Cell classes on the final placement:
(3 px per um)
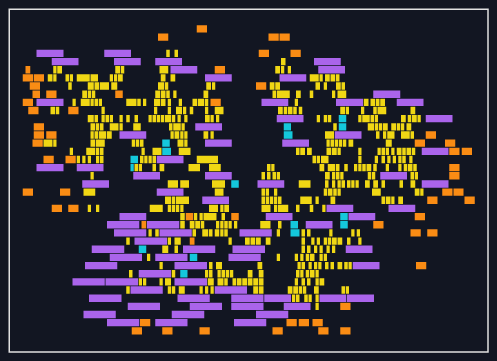
Cell outlines without signal wires:
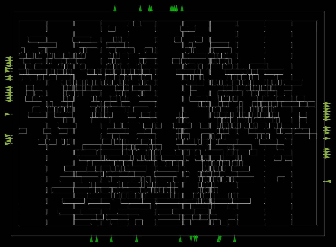
Sequential cells grouped by signal name:
(2 px per um)
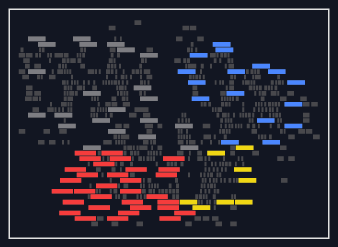
Signal wires on met3:
(1.5 px per um)
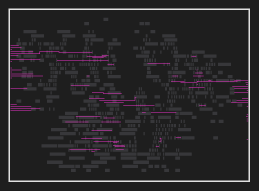
Cells by drive strength:
(2 px per um)
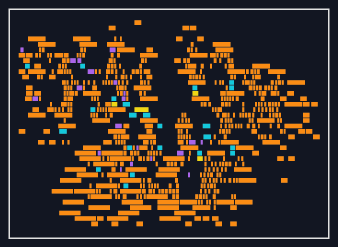
<file path="config.mk">
export PLATFORM = sky130hd
export DESIGN_NAME = to_lower_stream
export DESIGN_NICKNAME = d
export VERILOG_FILES = /design/src/rtl/to_case_pkg.sv /design/src/rtl/byte_fifo.sv /design/src/rtl/to_lower_stream.sv
export SDC_FILE = /design/constraint.sdc
export NUM_CORES = 1
export LEC_CHECK = 0
export ABC_AREA = 1
export ABC_CLOCK_PERIOD_IN_PS = 4650
export CAP_MARGIN = 20
export CORE_ASPECT_RATIO = 0.7
export CORE_MARGIN = 4
export CORE_UTILIZATION = 27
export CTS_BUF_LIST = sky130_fd_sc_hd__clkbuf_4
export CTS_CLUSTER_DIAMETER = 30
export CTS_CLUSTER_SIZE = 24
export DETAILED_ROUTE_END_ITERATION = 8
export PLACE_DENSITY = 0.51
export SKIP_LAST_GASP = 1
export SLEW_MARGIN = 0
export SYNTH_ARGS = -nofsm -noshare
export SYNTH_HDL_FRONTEND = slang
export SYNTH_SLANG_ARGS = --single-unit
</file>
<file path="constraint.sdc">
create_clock -name clk -period 4.65 [get_ports clk]
set_input_delay 0.465 -clock clk [delete_from_list [all_inputs] [get_ports clk]]
set_output_delay 0.465 -clock clk [all_outputs]
set_load 0.02 [all_outputs]
</file>
<file path="src/rtl/to_case_pkg.sv">
// Shared ASCII case constants and conversion helpers used by the
// lowercase and uppercase stream converters.
package to_case_pkg;

   typedef logic [7:0] byte_t;

   localparam byte_t ASCII_UPPER_FIRST = 8'h41;
   localparam byte_t ASCII_UPPER_LAST  = 8'h5A;
   localparam byte_t ASCII_LOWER_FIRST = 8'h61;
   localparam byte_t ASCII_LOWER_LAST  = 8'h7A;
   localparam int    CASE_BIT          = 5;

   function automatic logic is_upper(input byte_t b);
      return (b >= ASCII_UPPER_FIRST) && (b <= ASCII_UPPER_LAST);
   endfunction

   function automatic logic is_lower(input byte_t b);
      return (b >= ASCII_LOWER_FIRST) && (b <= ASCII_LOWER_LAST);
   endfunction

   // Upper and lower letters differ only in CASE_BIT, so conversion is a single bit set/clear.
   function automatic byte_t to_lower(input byte_t b);
      byte_t r;
      r = b;
      if (is_upper(b)) r[CASE_BIT] = 1'b1;
      return r;
   endfunction

   function automatic byte_t to_upper(input byte_t b);
      byte_t r;
      r = b;
      if (is_lower(b)) r[CASE_BIT] = 1'b0;
      return r;
   endfunction

endpackage

</file>
<file path="src/rtl/byte_fifo.sv">
// Byte FIFO of DEPTH entries with a registered head-of-queue output.
// Pointers carry one extra MSB so full and empty are distinguishable.
module byte_fifo
   import to_case_pkg::*;
#(
   parameter int DEPTH = 4
) (
   input  logic  clk,
   input  logic  rst_n,
   input  logic  wr_valid_i,
   output logic  wr_ready_o,
   input  byte_t wr_data_i,
   output logic  rd_valid_o,
   input  logic  rd_ready_i,
   output byte_t rd_data_o
);

   localparam int AW    = $clog2(DEPTH);
   localparam int PTR_W = AW + 1;

   byte_t            mem_q [DEPTH];
   logic [PTR_W-1:0] wr_q, wr_d;
   logic [PTR_W-1:0] rd_q, rd_d;
   byte_t            data_q, data_d;
   logic             full, empty, push, pop;

   assign empty = (wr_q == rd_q);
   assign full  = (wr_q[AW] != rd_q[AW]) && (wr_q[AW-1:0] == rd_q[AW-1:0]);
   assign push  = wr_valid_i && !full;
   assign pop   = rd_ready_i && !empty;

   assign wr_ready_o = !full;
   assign rd_valid_o = !empty;
   assign rd_data_o  = data_q;

   always_comb begin
      // NOTE: every always_comb output gets a default first so no path can infer a latch.
      wr_d   = wr_q + PTR_W'(push);
      rd_d   = rd_q + PTR_W'(pop);
      data_d = data_q;
      // Preload the head register with whatever sits at the front after this cycle;
      // a byte written into an otherwise-empty queue bypasses the array.
      if (wr_d != rd_d) begin
         data_d = (rd_d == wr_q) ? wr_data_i : mem_q[rd_d[AW-1:0]];
      end
   end

   always_ff @(posedge clk or negedge rst_n) begin
      // NOTE: sequential state uses non-blocking assignments so all flops update together.
      if (!rst_n) begin
         wr_q   <= '0;
         rd_q   <= '0;
         data_q <= '0;
      end else begin
         wr_q   <= wr_d;
         rd_q   <= rd_d;
         data_q <= data_d;
      end
   end

   // NOTE: the storage array is not reset; pointers define validity, so stale entries are never read.
   always_ff @(posedge clk) begin
      if (push) mem_q[wr_q[AW-1:0]] <= wr_data_i;
   end

endmodule

</file>
<file path="src/rtl/to_lower_stream.sv">
// Streaming ASCII lowercase converter: converts on the way into a byte FIFO
// and keeps saturating counts of accepted and modified bytes.
module to_lower_stream
   import to_case_pkg::*;
#(
   parameter int DEPTH = 4
) (
   input  logic        clk,
   input  logic        rst_n,
   input  logic        in_valid,
   output logic        in_ready,
   input  logic [7:0]  in_data,
   output logic        out_valid,
   input  logic        out_ready,
   output logic [7:0]  out_data,
   input  logic        clr,
   output logic [15:0] byte_count,
   output logic [15:0] conv_count
);

   logic        accept;
   logic [15:0] byte_count_q, byte_count_d;
   logic [15:0] conv_count_q, conv_count_d;

   assign accept = in_valid && in_ready;

   byte_fifo #(
      .DEPTH(DEPTH)
   ) u_fifo (
      .clk        (clk),
      .rst_n      (rst_n),
      .wr_valid_i (in_valid),
      .wr_ready_o (in_ready),
      .wr_data_i  (to_lower(in_data)),
      .rd_valid_o (out_valid),
      .rd_ready_i (out_ready),
      .rd_data_o  (out_data)
   );

   // clr wins over a same-cycle increment; both counters stick at all-ones.
   always_comb begin
      byte_count_d = byte_count_q;
      conv_count_d = conv_count_q;
      if (clr) begin
         byte_count_d = '0;
         conv_count_d = '0;
      end else if (accept) begin
         if (byte_count_q != '1) byte_count_d = byte_count_q + 16'd1;
         if (is_upper(in_data) && (conv_count_q != '1)) conv_count_d = conv_count_q + 16'd1;
      end
   end

   always_ff @(posedge clk or negedge rst_n) begin
      if (!rst_n) begin
         byte_count_q <= '0;
         conv_count_q <= '0;
      end else begin
         byte_count_q <= byte_count_d;
         conv_count_q <= conv_count_d;
      end
   end

   assign byte_count = byte_count_q;
   assign conv_count = conv_count_q;

endmodule

</file>
==> GITHUB_STEP_SUMMARY <==
### Flow metrics

| Metric | Value |
|---|---|
| First-pass GRT wire length | `roughly 19000 um` |
| Top Layout Cells | `188 x nand2_1, 60 x nand3_1, 53 x clkdlybuf4s50_1` |
| Worst r2r src | `u_fifo.wr_q[1]` |
| H-Tree Depth | `3` |
| Port bufs | `54` |
| Max FO, Critical Path | `20` |
| DP Worst Slack | `1.73 ns` |
| Yosys chip area | `between 4000 and 5000 um^2` |
| Clock tree buffer depth | `2` |
| Vias/cell | `about 4.6` |
| HP Class | `in -> async` |
| R2r setup slk | `1.72 ns` |
| Seq share, synth | `about half` |
| Net Sw Frac | `44.9%` |
| Mapped Cells | `~540` |
| Pwr Density | `497 nW/um^2` |
| Buf/Inv on CP | `3` |
| Worst Path Required | `roughly 5.0 ns` |
| Setup_tns | `0 ns` |
| Max Cap Viol | `0` |
| Congestion Overflow GR | `0` |
| Max VDD drop | `~0.17 mV` |
| Instance count on the critical path | `14` |
| Num CTS Buffers | `9` |
| CTS resizes | `0` |
| Nets | `614` |
| Internal power | `1.41 mW` |
| Family with the most delay on the worst path | `simple AND/OR/NAND/NOR gates` |
| DP HPWL | `~8000 um` |
| Psw | `1.15 mW` |
| Largest stage delay, worst path | `around 0.68 ns` |
| Max Transition Viols Final | `0` |
| Worst Clk Skew | `0.0230 ns` |
| # fillers | `about 1700` |
| Vias in the first global route | `~3500` |
| Placed inst area | `~5000 um^2` |
| Status | `finished clean` |
| Total track usage | `approximately 13%` |
| Cells on worst reg2reg path | `14` |
| Clk pwr share | `between 15 and 20%` |
| GPL Wtd Cong | `roughly 0.85` |
| N_diodes | `0` |
| DRT iter0 DRCs | `around 290` |
| Chip Height | `between 100 and 150 um` |
| Antenna violations before repair | `0` |
| DIE AREA | `roughly 18000 um^2` |
Notes on 'cell classes on the final placement' above:
Key: orange = remaining buffers and delay cells [cells 60, share of their area 12%]; cyan = clock drivers and dummy loads [cells 16, share of their area 2.4%]; purple = registers [cells 78, share of their area 43%]; yellow = remaining logic cells [cells 446, share of their area 43%]
Seq area share: 40.9%
Core Util, Final: 33.1%
Design Area, Final: 5160 um^2

Notes on 'cell outlines without signal wires' above:
core box area: 15600 um^2
Site Rows: 38

Notes on 'sequential cells grouped by signal name' above:
Key: yellow = u_fifo.rd_data_o [placed flops 8]; red = u_fifo.mem_q [placed flops 32]; blue = conv_count [placed flops 16]
Another 22 sequential cells are not colored.
FF/Latch Area: 2110 um^2
sequential power: 0.953 mW

Notes on 'signal wires on met3' above:
The longest straight run is 34.0 um. 64 nets have wire on it.
routed wire length: 11500 um
Vias: 3714

Notes on 'cells by drive strength' above:
Key: yellow = x6 and larger [cells 4, share 0.67%]; orange = x1 and smaller [cells 554, share 92%]; purple = x2 [cells 20, share 3.3%]; cyan = x3 and x4 [cells 22, share 3.7%]
Setup WS post-layout: 1.72 ns
Buffers excl. clock: 60
area grow syn2layout: 19.6%

## cell usage after synthesis
| cell type | n | share of area [%] |
|---|---|---|
| buf_6 | 3 | 0.78 |
| nand3_2 | 4 | 0.93 |
| nand4_1 | 9 | 1.3 |
| o22ai_1 | 1 | 0.15 |
| inv_1 | 46 | 4.0 |
| buf_12 | 1 | 0.46 |
| o21ai_2 | 4 | 0.81 |
| dfrtp_1 | 46 | 27 |
| nand2_4 | 4 | 1.0 |
| nand3_1 | 60 | 7.0 |
| nand2_1 | 188 | 16 |
| clkbuf_1 | 2 | 0.17 |
| xnor2_1 | 1 | 0.20 |
| or2_2 | 1 | 0.15 |
| buf_4 | 1 | 0.17 |
| nor2_1 | 51 | 4.4 |
| inv_2 | 6 | 0.52 |
| ha_1 | 6 | 1.7 |
| xor2_1 | 14 | 2.8 |
| a21oi_1 | 7 | 0.81 |
| nand2_2 | 1 | 0.15 |
| o21bai_1 | 8 | 1.4 |
| and3_1 | 7 | 1.0 |
| edfxtp_1 | 32 | 22 |
| nand2_8 | 1 | 0.46 |
| nor2_2 | 1 | 0.15 |
| o21ai_0 | 10 | 1.2 |
| nor2_4 | 2 | 0.52 |
| buf_2 | 6 | 0.70 |
| o21ai_1 | 8 | 0.93 |
| nor3_1 | 6 | 0.70 |
## kinds of logic (layout without fill, tap and decap cells)
logic type                 after synthesis  count (layout)  share of synthesized area, %
AOI/OAI and AO/OA                       38              38                          5.25
xor gates and xnor gates                15              15                          3.05
adders and majority gates                6               6                          1.74
buffers and inverters                   65             128                          6.82
DFF                                     78              78                          49.0
and+or+nand+nor                        335             335                          34.2
## flip-flops by register name (all words and copies together) (netlist names)
signal and cells:
u_fifo.wr_q 3, u_fifo.rd_q 3, u_fifo.mem_q 32, byte_count 16
conv_count 16, u_fifo.rd_data_o 8
## through the flow
| stage | cells | hold slack [ns] |
|---|---|---|
| 6_report | 800 | 0.102 |
| 5_1_grt | 800 | 0.125 |
| 2_1_floorplan | 537 | 0.169 |
| 4_1_cts | 796 | 0.0960 |
| 3_5_place_dp | 780 | 0.474 |
| 3_3_place_gp | 780 | 0.476 |
## cell type report
class | instances | area [um^2] | area share, %
flip-flops and latches | 78 | 2110 | 40.9
multi-input cells | 394 | 1910 | 37.0
repair buffers | 60 | 576 | 11.2
well taps | 200 | 250 | 4.85
inverters | 52 | 195 | 3.78
clock buffers | 10 | 75.1 | 1.45
clock inverters | 6 | 45.0 | 0.873
## power by group through the flow
| stage | logic, mW | registers (mW) | clock network (mW) |
|---|---|---|---|
| 2_1_floorplan | 0.805 | 1.00 | 0 |
| 3_5_place_dp | 1.21 | 0.969 | 0 |
| 4_1_cts | 1.21 | 0.956 | 0.408 |
| 5_1_grt | 1.39 | 0.967 | 0.434 |
| 6_report | 1.23 | 0.953 | 0.387 |
| 3_3_place_gp | 1.19 | 0.968 | 0 |
## routing by layer
layer / global-route usage, % / wire [um] / up-vias
met5: 0 / 0 / -
met4: 3.12 / 110 / 0
met3: 3.86 / 713 / 12
met2: 17.0 / 4440 / 116
met1: 20.1 / 6200 / 1735
li1: - / - / 1851
Power is estimated from default activity; no workload was simulated.
